===== src/rtl/hazard_controller_if.sv =====
// Pipeline-side signal bundle of the hazard controller: register indices,
// decode flags and memory handshake in, stall/flush/forward/status out.
interface hazard_controller_if #(
   parameter int CNT_W = 32
);
   logic [4:0]       Rs1D;
   logic [4:0]       Rs2D;
   logic [4:0]       Rs1E;
   logic [4:0]       Rs2E;
   logic [4:0]       RdE;
   logic [4:0]       RdM;
   logic [4:0]       RdW;
   logic             MEM_REG_E;
   logic             DE_WE_M;
   logic             DE_WE_W;
   logic             BRN_TAKEN_E;
   logic             MEM_REQ_M;
   logic             MEM_READY_M;
   logic             CNT_CLR;
   logic             STALL_F;
   logic             STALL_D;
   logic             STALL_E;
   logic             STALL_M;
   logic             FLUSH_D;
   logic             FLUSH_E;
   logic             FLUSH_W;
   logic [1:0]       FWD_A_E;
   logic [1:0]       FWD_B_E;
   logic             MEM_ERR;
   logic [CNT_W-1:0] STALL_CYCLES;
   logic [CNT_W-1:0] FLUSH_COUNT;

   // Controller side
   modport slave (
      input  Rs1D, Rs2D, Rs1E, Rs2E, RdE, RdM, RdW,
      input  MEM_REG_E, DE_WE_M, DE_WE_W, BRN_TAKEN_E,
      input  MEM_REQ_M, MEM_READY_M, CNT_CLR,
      output STALL_F, STALL_D, STALL_E, STALL_M,
      output FLUSH_D, FLUSH_E, FLUSH_W,
      output FWD_A_E, FWD_B_E, MEM_ERR, STALL_CYCLES, FLUSH_COUNT
   );

   // Pipeline side
   modport master (
      output Rs1D, Rs2D, Rs1E, Rs2E, RdE, RdM, RdW,
      output MEM_REG_E, DE_WE_M, DE_WE_W, BRN_TAKEN_E,
      output MEM_REQ_M, MEM_READY_M, CNT_CLR,
      input  STALL_F, STALL_D, STALL_E, STALL_M,
      input  FLUSH_D, FLUSH_E, FLUSH_W,
      input  FWD_A_E, FWD_B_E, MEM_ERR, STALL_CYCLES, FLUSH_COUNT
   );
endinterface


===== src/rtl/hazard_controller.sv =====
// Hazard and sequencing controller for the 5-stage core: stall/flush
// priority, execute-stage forwarding, memory-wait FSM with timeout
// watchdog and saturating stall/flush performance counters.
module hazard_controller #(
   parameter int MEM_TIMEOUT = 16,
   parameter int CNT_W       = 32
) (
   input logic               clk,
   input logic               reset,
   hazard_controller_if.slave hz
);
   localparam logic [1:0] ST_RUN      = 2'd0;
   localparam logic [1:0] ST_MEM_WAIT = 2'd1;
   localparam logic [1:0] ST_ERROR    = 2'd2;

   localparam int              WAIT_W    = $clog2(MEM_TIMEOUT) + 1;
   localparam logic [WAIT_W-1:0] WAIT_LAST = WAIT_W'(MEM_TIMEOUT - 1);
   localparam logic [CNT_W-1:0]  CNT_MAX   = {CNT_W{1'b1}};

   // Memory stage wins over writeback; x0 is hard-wired zero, never forwarded.
   function automatic logic [1:0] fwd_sel(input logic [4:0] rs,
                                          input logic [4:0] rd_m,
                                          input logic [4:0] rd_w,
                                          input logic       we_m,
                                          input logic       we_w);
      logic [1:0] sel;
      if (we_m && (rd_m != 5'd0) && (rd_m == rs)) begin
         sel = 2'b10;
      end else if (we_w && (rd_w != 5'd0) && (rd_w == rs)) begin
         sel = 2'b01;
      end else begin
         sel = 2'b00;
      end
      return sel;
   endfunction

   logic [1:0]        state_r;
   logic [1:0]        state_n_s;
   logic [WAIT_W-1:0] wait_r;
   logic [WAIT_W-1:0] wait_n_s;
   logic              mem_err_r;
   logic              mem_err_n_s;
   logic [CNT_W-1:0]  stall_cycles_r;
   logic [CNT_W-1:0]  flush_count_r;

   logic       memstall_s;
   logic       load_use_s;
   logic [3:0] stall_s;   // {F, D, E, M}
   logic [2:0] flush_s;   // {D, E, W}

   assign memstall_s = hz.MEM_REQ_M & ~hz.MEM_READY_M;
   assign load_use_s = hz.MEM_REG_E & (hz.RdE != 5'd0) &
                       ((hz.RdE == hz.Rs1D) | (hz.RdE == hz.Rs2D));

   // Next-state logic of the memory-wait FSM and its watchdog counter.
   always_comb begin
      state_n_s   = state_r;
      wait_n_s    = wait_r;
      mem_err_n_s = mem_err_r;
      case (state_r)
         ST_RUN: begin
            if (memstall_s) begin
               state_n_s = ST_MEM_WAIT;
               wait_n_s  = WAIT_W'(1);
            end else begin
               wait_n_s  = '0;
            end
         end
         ST_MEM_WAIT: begin
            if (hz.MEM_READY_M || !hz.MEM_REQ_M) begin
               state_n_s = ST_RUN;
               wait_n_s  = '0;
            end else if (wait_r == WAIT_LAST) begin
               state_n_s   = ST_ERROR;
               mem_err_n_s = 1'b1;
            end else begin
               wait_n_s = wait_r + WAIT_W'(1);
            end
         end
         ST_ERROR: begin
            state_n_s   = ST_ERROR;
            mem_err_n_s = 1'b1;
         end
         default: begin
            // An unreachable encoding is treated as a fault, not silently recovered.
            state_n_s   = ST_ERROR;
            mem_err_n_s = 1'b1;
         end
      endcase
   end

   // FSM, watchdog counter and sticky error register.
   always_ff @(posedge clk or posedge reset) begin
      if (reset) begin
         state_r   <= ST_RUN;
         wait_r    <= '0;
         mem_err_r <= 1'b0;
      end else begin
         state_r   <= state_n_s;
         wait_r    <= wait_n_s;
         mem_err_r <= mem_err_n_s;
      end
   end

   // Stall/flush priority: error, memory stall, taken branch, load-use.
   always_comb begin
      stall_s = 4'b0000;
      flush_s = 3'b000;
      if (state_r == ST_ERROR) begin
         stall_s = 4'b1111;
         flush_s = 3'b000;
      end else if (memstall_s) begin
         stall_s = 4'b1111;
         flush_s = 3'b001;
      end else if (hz.BRN_TAKEN_E) begin
         stall_s = 4'b0000;
         flush_s = 3'b110;
      end else if (load_use_s) begin
         stall_s = 4'b1100;
         flush_s = 3'b010;
      end else begin
         stall_s = 4'b0000;
         flush_s = 3'b000;
      end
   end

   // Saturating performance counters; clear beats increment.
   always_ff @(posedge clk or posedge reset) begin
      if (reset) begin
         stall_cycles_r <= '0;
         flush_count_r  <= '0;
      end else if (hz.CNT_CLR) begin
         stall_cycles_r <= '0;
         flush_count_r  <= '0;
      end else begin
         if (stall_s[3] && (stall_cycles_r != CNT_MAX)) begin
            stall_cycles_r <= stall_cycles_r + CNT_W'(1);
         end else begin
            stall_cycles_r <= stall_cycles_r;
         end
         if (flush_s[2] && (flush_count_r != CNT_MAX)) begin
            flush_count_r <= flush_count_r + CNT_W'(1);
         end else begin
            flush_count_r <= flush_count_r;
         end
      end
   end

   assign hz.STALL_F      = stall_s[3];
   assign hz.STALL_D      = stall_s[2];
   assign hz.STALL_E      = stall_s[1];
   assign hz.STALL_M      = stall_s[0];
   assign hz.FLUSH_D      = flush_s[2];
   assign hz.FLUSH_E      = flush_s[1];
   assign hz.FLUSH_W      = flush_s[0];
   assign hz.FWD_A_E      = fwd_sel(hz.Rs1E, hz.RdM, hz.RdW, hz.DE_WE_M, hz.DE_WE_W);
   assign hz.FWD_B_E      = fwd_sel(hz.Rs2E, hz.RdM, hz.RdW, hz.DE_WE_M, hz.DE_WE_W);
   assign hz.MEM_ERR      = mem_err_r;
   assign hz.STALL_CYCLES = stall_cycles_r;
   assign hz.FLUSH_COUNT  = flush_count_r;
endmodule


===== src/flat_wrapper.sv =====
// flat-port wrapper written by rule: the top's interface ports become plain ports
module hazard_controller_flat 
#(
   parameter int MEM_TIMEOUT = 16,
   parameter int CNT_W       = 32
)
  (clk, reset, hz_Rs1D, hz_Rs2D, hz_Rs1E, hz_Rs2E, hz_RdE, hz_RdM, hz_RdW, hz_MEM_REG_E, hz_DE_WE_M, hz_DE_WE_W, hz_BRN_TAKEN_E, hz_MEM_REQ_M, hz_MEM_READY_M, hz_CNT_CLR, hz_STALL_F, hz_STALL_D, hz_STALL_E, hz_STALL_M, hz_FLUSH_D, hz_FLUSH_E, hz_FLUSH_W, hz_FWD_A_E, hz_FWD_B_E, hz_MEM_ERR, hz_STALL_CYCLES, hz_FLUSH_COUNT);
  hazard_controller_if #(.CNT_W(CNT_W)) hz_i ();
  input logic clk;
  input logic reset;
  input wire logic [$bits(hz_i.Rs1D)-1:0] hz_Rs1D;
  input wire logic [$bits(hz_i.Rs2D)-1:0] hz_Rs2D;
  input wire logic [$bits(hz_i.Rs1E)-1:0] hz_Rs1E;
  input wire logic [$bits(hz_i.Rs2E)-1:0] hz_Rs2E;
  input wire logic [$bits(hz_i.RdE)-1:0] hz_RdE;
  input wire logic [$bits(hz_i.RdM)-1:0] hz_RdM;
  input wire logic [$bits(hz_i.RdW)-1:0] hz_RdW;
  input wire logic [$bits(hz_i.MEM_REG_E)-1:0] hz_MEM_REG_E;
  input wire logic [$bits(hz_i.DE_WE_M)-1:0] hz_DE_WE_M;
  input wire logic [$bits(hz_i.DE_WE_W)-1:0] hz_DE_WE_W;
  input wire logic [$bits(hz_i.BRN_TAKEN_E)-1:0] hz_BRN_TAKEN_E;
  input wire logic [$bits(hz_i.MEM_REQ_M)-1:0] hz_MEM_REQ_M;
  input wire logic [$bits(hz_i.MEM_READY_M)-1:0] hz_MEM_READY_M;
  input wire logic [$bits(hz_i.CNT_CLR)-1:0] hz_CNT_CLR;
  output wire logic [$bits(hz_i.STALL_F)-1:0] hz_STALL_F;
  output wire logic [$bits(hz_i.STALL_D)-1:0] hz_STALL_D;
  output wire logic [$bits(hz_i.STALL_E)-1:0] hz_STALL_E;
  output wire logic [$bits(hz_i.STALL_M)-1:0] hz_STALL_M;
  output wire logic [$bits(hz_i.FLUSH_D)-1:0] hz_FLUSH_D;
  output wire logic [$bits(hz_i.FLUSH_E)-1:0] hz_FLUSH_E;
  output wire logic [$bits(hz_i.FLUSH_W)-1:0] hz_FLUSH_W;
  output wire logic [$bits(hz_i.FWD_A_E)-1:0] hz_FWD_A_E;
  output wire logic [$bits(hz_i.FWD_B_E)-1:0] hz_FWD_B_E;
  output wire logic [$bits(hz_i.MEM_ERR)-1:0] hz_MEM_ERR;
  output wire logic [$bits(hz_i.STALL_CYCLES)-1:0] hz_STALL_CYCLES;
  output wire logic [$bits(hz_i.FLUSH_COUNT)-1:0] hz_FLUSH_COUNT;
  assign hz_i.Rs1D = hz_Rs1D;
  assign hz_i.Rs2D = hz_Rs2D;
  assign hz_i.Rs1E = hz_Rs1E;
  assign hz_i.Rs2E = hz_Rs2E;
  assign hz_i.RdE = hz_RdE;
  assign hz_i.RdM = hz_RdM;
  assign hz_i.RdW = hz_RdW;
  assign hz_i.MEM_REG_E = hz_MEM_REG_E;
  assign hz_i.DE_WE_M = hz_DE_WE_M;
  assign hz_i.DE_WE_W = hz_DE_WE_W;
  assign hz_i.BRN_TAKEN_E = hz_BRN_TAKEN_E;
  assign hz_i.MEM_REQ_M = hz_MEM_REQ_M;
  assign hz_i.MEM_READY_M = hz_MEM_READY_M;
  assign hz_i.CNT_CLR = hz_CNT_CLR;
  assign hz_STALL_F = hz_i.STALL_F;
  assign hz_STALL_D = hz_i.STALL_D;
  assign hz_STALL_E = hz_i.STALL_E;
  assign hz_STALL_M = hz_i.STALL_M;
  assign hz_FLUSH_D = hz_i.FLUSH_D;
  assign hz_FLUSH_E = hz_i.FLUSH_E;
  assign hz_FLUSH_W = hz_i.FLUSH_W;
  assign hz_FWD_A_E = hz_i.FWD_A_E;
  assign hz_FWD_B_E = hz_i.FWD_B_E;
  assign hz_MEM_ERR = hz_i.MEM_ERR;
  assign hz_STALL_CYCLES = hz_i.STALL_CYCLES;
  assign hz_FLUSH_COUNT = hz_i.FLUSH_COUNT;
  hazard_controller #(.MEM_TIMEOUT(MEM_TIMEOUT), .CNT_W(CNT_W)) u_core (.clk(clk), .reset(reset), .hz(hz_i));
endmodule

===== config.mk =====
export PLATFORM = sky130hd
export DESIGN_NAME = hazard_controller_flat
export DESIGN_NICKNAME = d
export VERILOG_FILES = /design/src/rtl/hazard_controller_if.sv /design/src/rtl/hazard_controller.sv /design/src/flat_wrapper.sv
export SDC_FILE = /design/constraint.sdc
export NUM_CORES = 1
export LEC_CHECK = 0
export ABC_CLOCK_PERIOD_IN_PS = 4820
export CORE_UTILIZATION = 50
export DETAILED_ROUTE_END_ITERATION = 16
export PLACE_DENSITY = 0.82
export SLEW_MARGIN = 20
export SYNTH_ARGS = -nofsm -noshare
export SYNTH_HDL_FRONTEND = slang
export SYNTH_SLANG_ARGS = --single-unit

===== constraint.sdc =====
create_clock -name clk -period 4.82 [get_ports clk]
set_input_delay 1.446 -clock clk [delete_from_list [all_inputs] [get_ports clk]]
set_output_delay 1.446 -clock clk [all_outputs]
set_load 0.1 [all_outputs]

Fig. 1: clock distribution
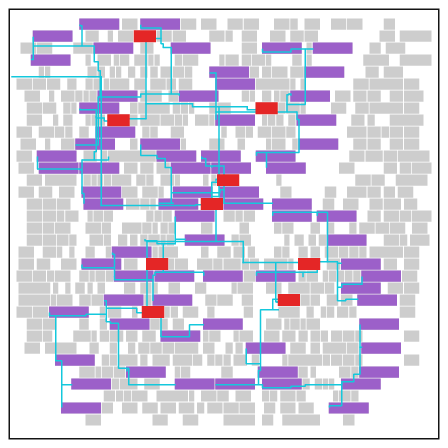
[red] clock-net drivers | count: 9
[cyan] clock wires | length: 874 um
[purple] flip-flops | count: 72
flops lie: spread over the die
routed clock nets: 10
Latency at later pin: 0.34 ns
skew final: 0.01018 ns
Power Clock: 0.484 mW
clock power share: 37.4%

Fig. 2: placement view
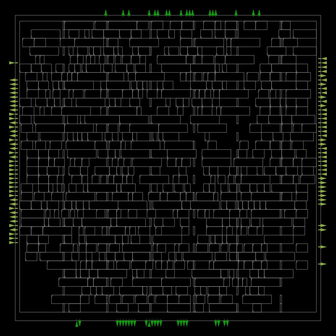
# Taps: 108
post-layout util: 69.81%

==> results_dict.tcl <==
# place-and-route summary
set metrics [dict create \
    firstDrtPassIters 5 \
    drcViolationCount 0 \
    grt_max_degree 57 \
    yosys_cells 482 \
    drt_wl_total_um 11550 \
    logic_family "simple AND/OR/NAND/NOR gates" \
    cts_root_buffer "clkbuf_8" \
    antennaDiodeCount 0 \
    total_power_mw 1.296 \
    mux_share_pct 1.495 \
    fp_util_pct 51.81 \
    ant_nets 0 \
    hp-start "u_core.hz.MEM_ERR" \
    rsz0062_at_grt "no" \
    seq_area_frac_synth_pct 39.88 \
    fin_cells 705 \
    htreeDepth 3 \
    num-fill-cells 674 \
    hpwl_um 8489 \
    final_area_um2 6088 \
    power.leakage_nw 2.425 \
    setup-tns-final_ns 0 \
    path_cells "clkdlybuf4s50_1 > o21ai_0 > or4_4 > nor4_4 > buf_12" \
    critical_path.max_stage_delay_ns 0.57 \
    viasPerCell 5.980 \
    min_path_cells 1 \
    die_area_um2 9421 \
    crit_required_ns 3.37 \
    r2r_start "u_core.hz.STALL_CYCLES[6]" \
    fin_crit_ns 4.731 \
    yosysWarningCount 0 \
    r2r_setup_slack_ns 1.95 \
    netlist_instances 482 \
    busiest_layer "met2" \
    relSlewSlack_pct 31.28 \
    grt_pass1_wl_um 19320 \
    use_met2_pct 41.66 \
    fin_hold_ws_ns 0.4894 \
    endpoint_kind "output pin" \
    synth_nets 530 \
    peakVddDrop_uv 165.0 \
    synthDistinctLibCells 56 \
    fin_nets 640 \
    drtIter0Drc 181 \
    cp.arrival_ns 3.29 \
    aoi_share_pct 11.66 \
    fp.dieW_um 97.06 \
    lay_top_cells "clkdlybuf4s50_1, dfrtp_1, nor2_1" \
    cts_sinks 72 \
    adder_share_pct 1.108 \
    yosys_area_um2 4518 \
    cts_tree "done" \
    pre_cts_slack_ns -0.003560 \
    grt_pass1_vias 4145 \
    setup_viol 0 \
    comb_area_um2 2559 \
    crit_start "hz_RdW[1]" \
    lay_top_count "clkdlybuf4s50_1" \
    r2r_cells 6 \
    use_met1_pct 31.64 \
    hold_viol_final 0 \
    warnings 27 \
    cp.depth 5 \
    grtUsageMet3_pct 6.403 \
    hp-class "reg2reg" \
    drv_slew 0 \
    cts_buffers 9 \
    regArea_um2 1802 \
    clk_pin_slew_ns 0.08 \
    ys_ff 72 \
    clock.fmax_mhz 211.4 \
    setup.worst_path.class "in2out" \
    area_growth_syn_to_layout_pct 34.75 \
    drive_gt1_share_pct 10.55 \
    synth_area_per_cell_um2 9.374 \
    finalCritPeriodShare_pct 98.16 \
    crit_family "simple AND/OR/NAND/NOR gates" \
    grt_overflow 0 \
    power.density_nw_per_um2 212.8 \
    syn_area_um2 4518 \
    antenna_found_initial 0 \
    path_buffers 2 \
    cts_max_path_buffers 2 \
    path_max_fanout 3 \
    min_to "u_core.hz.MEM_ERR" \
    ys_sh_xor_pct 10.86 \
    async_flop_share_pct 100.0 \
    place.gp.congestion 0.9195 \
    tightestPinTransition_ns 1.028 \
    numPortBuffers 119 \
    slowest_stage "or4_4" \
    placed_cells 688 \
    cap_violations 0 \
    layout_setup_ws_ns 0.08879 \
    r2r-end "u_core.hz.STALL_CYCLES[27]" \
    cp-start-kind "input port" \
    rows 34 \
    ys_dominant_reg_cell "dfrtp_1" \
    status "finished, final reports clean" \
    core-area_um2 8721 \
    edf_count 0 \
    simple_gate_share_pct 29.69 \
    globalRouteTotalUtil_pct 24.74 \
    cp-endpoint "hz_FWD_A_E[0]" \
    ios 120 \
    die_h_um 97.06 \
    placed_area_um2 5858 \
]
Fig. 3: routed metal per tile
The die is cut into 19 by 19 equal tiles; black is low, pale yellow is high, scaled to the fullest tile. Values are wire area over tile area, all layers added.
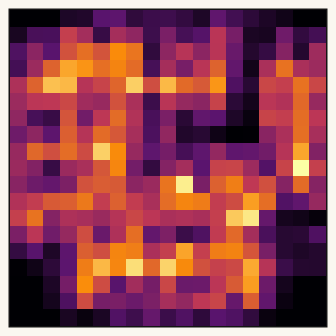
tiles over half the peak: 33%
nearly empty tiles: 6.4%
mean over tiles: 0.20
fullest tile: 0.51
Via Count: 4216
Wirelength per Cell: 16.38 um

Fig. 4: a small window of the routed layout
The bar under the picture is 10 um long. Region (36, 17) to (61, 42) um. Cells in gray, sequential cells in the stronger gray; small squares are vias.
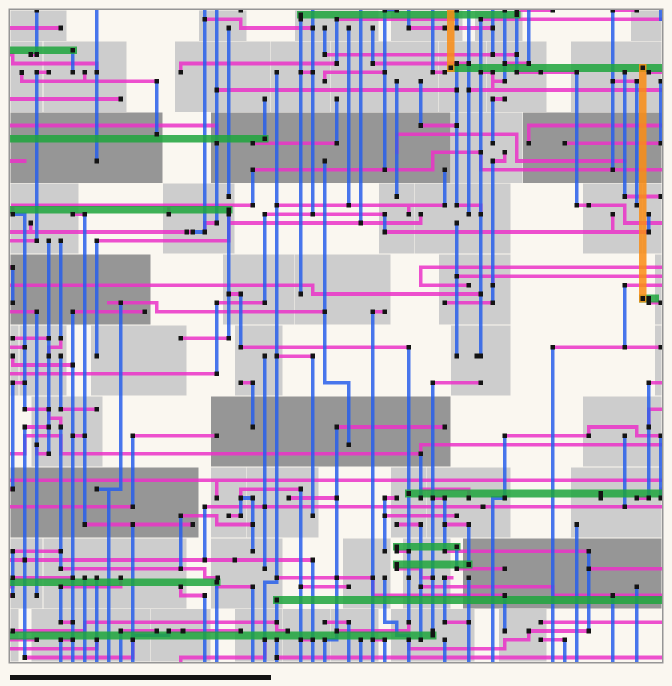
| color | layer |
|---|---|
| blue | M2 |
| magenta | M1 |
| orange | M4 |
| green | M3 |
sequential cells in the window: 7
most frequent: dfrtp_1 (7), nand3_1 (5), a21oi_1 (4)
cells with their middle in the window: 47
netlist names of flops here include: u_core.hz.STALL_CYCLES (6), u_core.wait_r (1)

[state kept, by name, indices dropped and copies added (netlist names)]
register and cells:
u_core.hz.FLUSH_COUNT 32, u_core.wait_r 5, u_core.hz.STALL_CYCLES 32, u_core.state_r 2
u_core.hz.MEM_ERR 1
[area by class of cell]
class	instances	area share [%]
Inverter	10	0.6165
Timing Repair Buffer	126	22.28
Multi-Input combinational cell	373	42.03
Clock inverter	3	0.6576
Tap cell	108	2.219
Sequential cell	72	29.59
Clock buffer	13	2.610
[synth_stat cells, drive strengths merged (3+ instances only)]
cell	number	area share [%]
buf	17	3.7
and3	13	2.0
nor4	9	2.2
mux2	5	1.5
nor3b	3	0.61
o21ai	16	1.9
or3	10	1.4
and4	9	1.7
nor2b	8	1.3
xnor2	12	2.3
nor2	48	4.0
nand2	19	1.6
nor3	7	0.89
nand3	44	5.0
or4	25	4.2
nand2b	3	0.42
nand4	20	2.9
clkbuf	10	0.83
ha	4	1.1
o31ai	20	3.3
inv	10	0.83
xor2	44	8.5
dfrtp	72	40
a21oi	35	4.0
[worst reg2reg max path: cells and delay by family, from the launching register on]
family,cells,cell delay [ns]
simple gates,5,1.99
flops,1,0.45
mux,1,0.33
[layer usage]
| layer | wire (um) | share of wire [%] | up-vias |
|---|---|---|---|
| met3 | 818 | 7.1 | 17 |
| met2 | 5736 | 50 | 152 |
| met1 | 4855 | 42 | 2058 |
| met5 | 0 | 0 | - |
| li1 | - | - | 1989 |
| met4 | 136 | 1.2 | 0 |
[report_power, final]
part | switching [mW] | internal (mW)
logic | 0.124 | 0.0748
registers | 0.00522 | 0.607
clock network | 0.218 | 0.266
total | 0.348 | 0.948
[what timing repair did]
item,4_1_cts,5_1_grt
hold buffers,0,0
gates resized,0,9
pin swaps,2,2
setup buffers,1,0
endpoints found under the setup margin,1,2
cloned,0,0
Power is estimated from default activity; no workload was simulated.
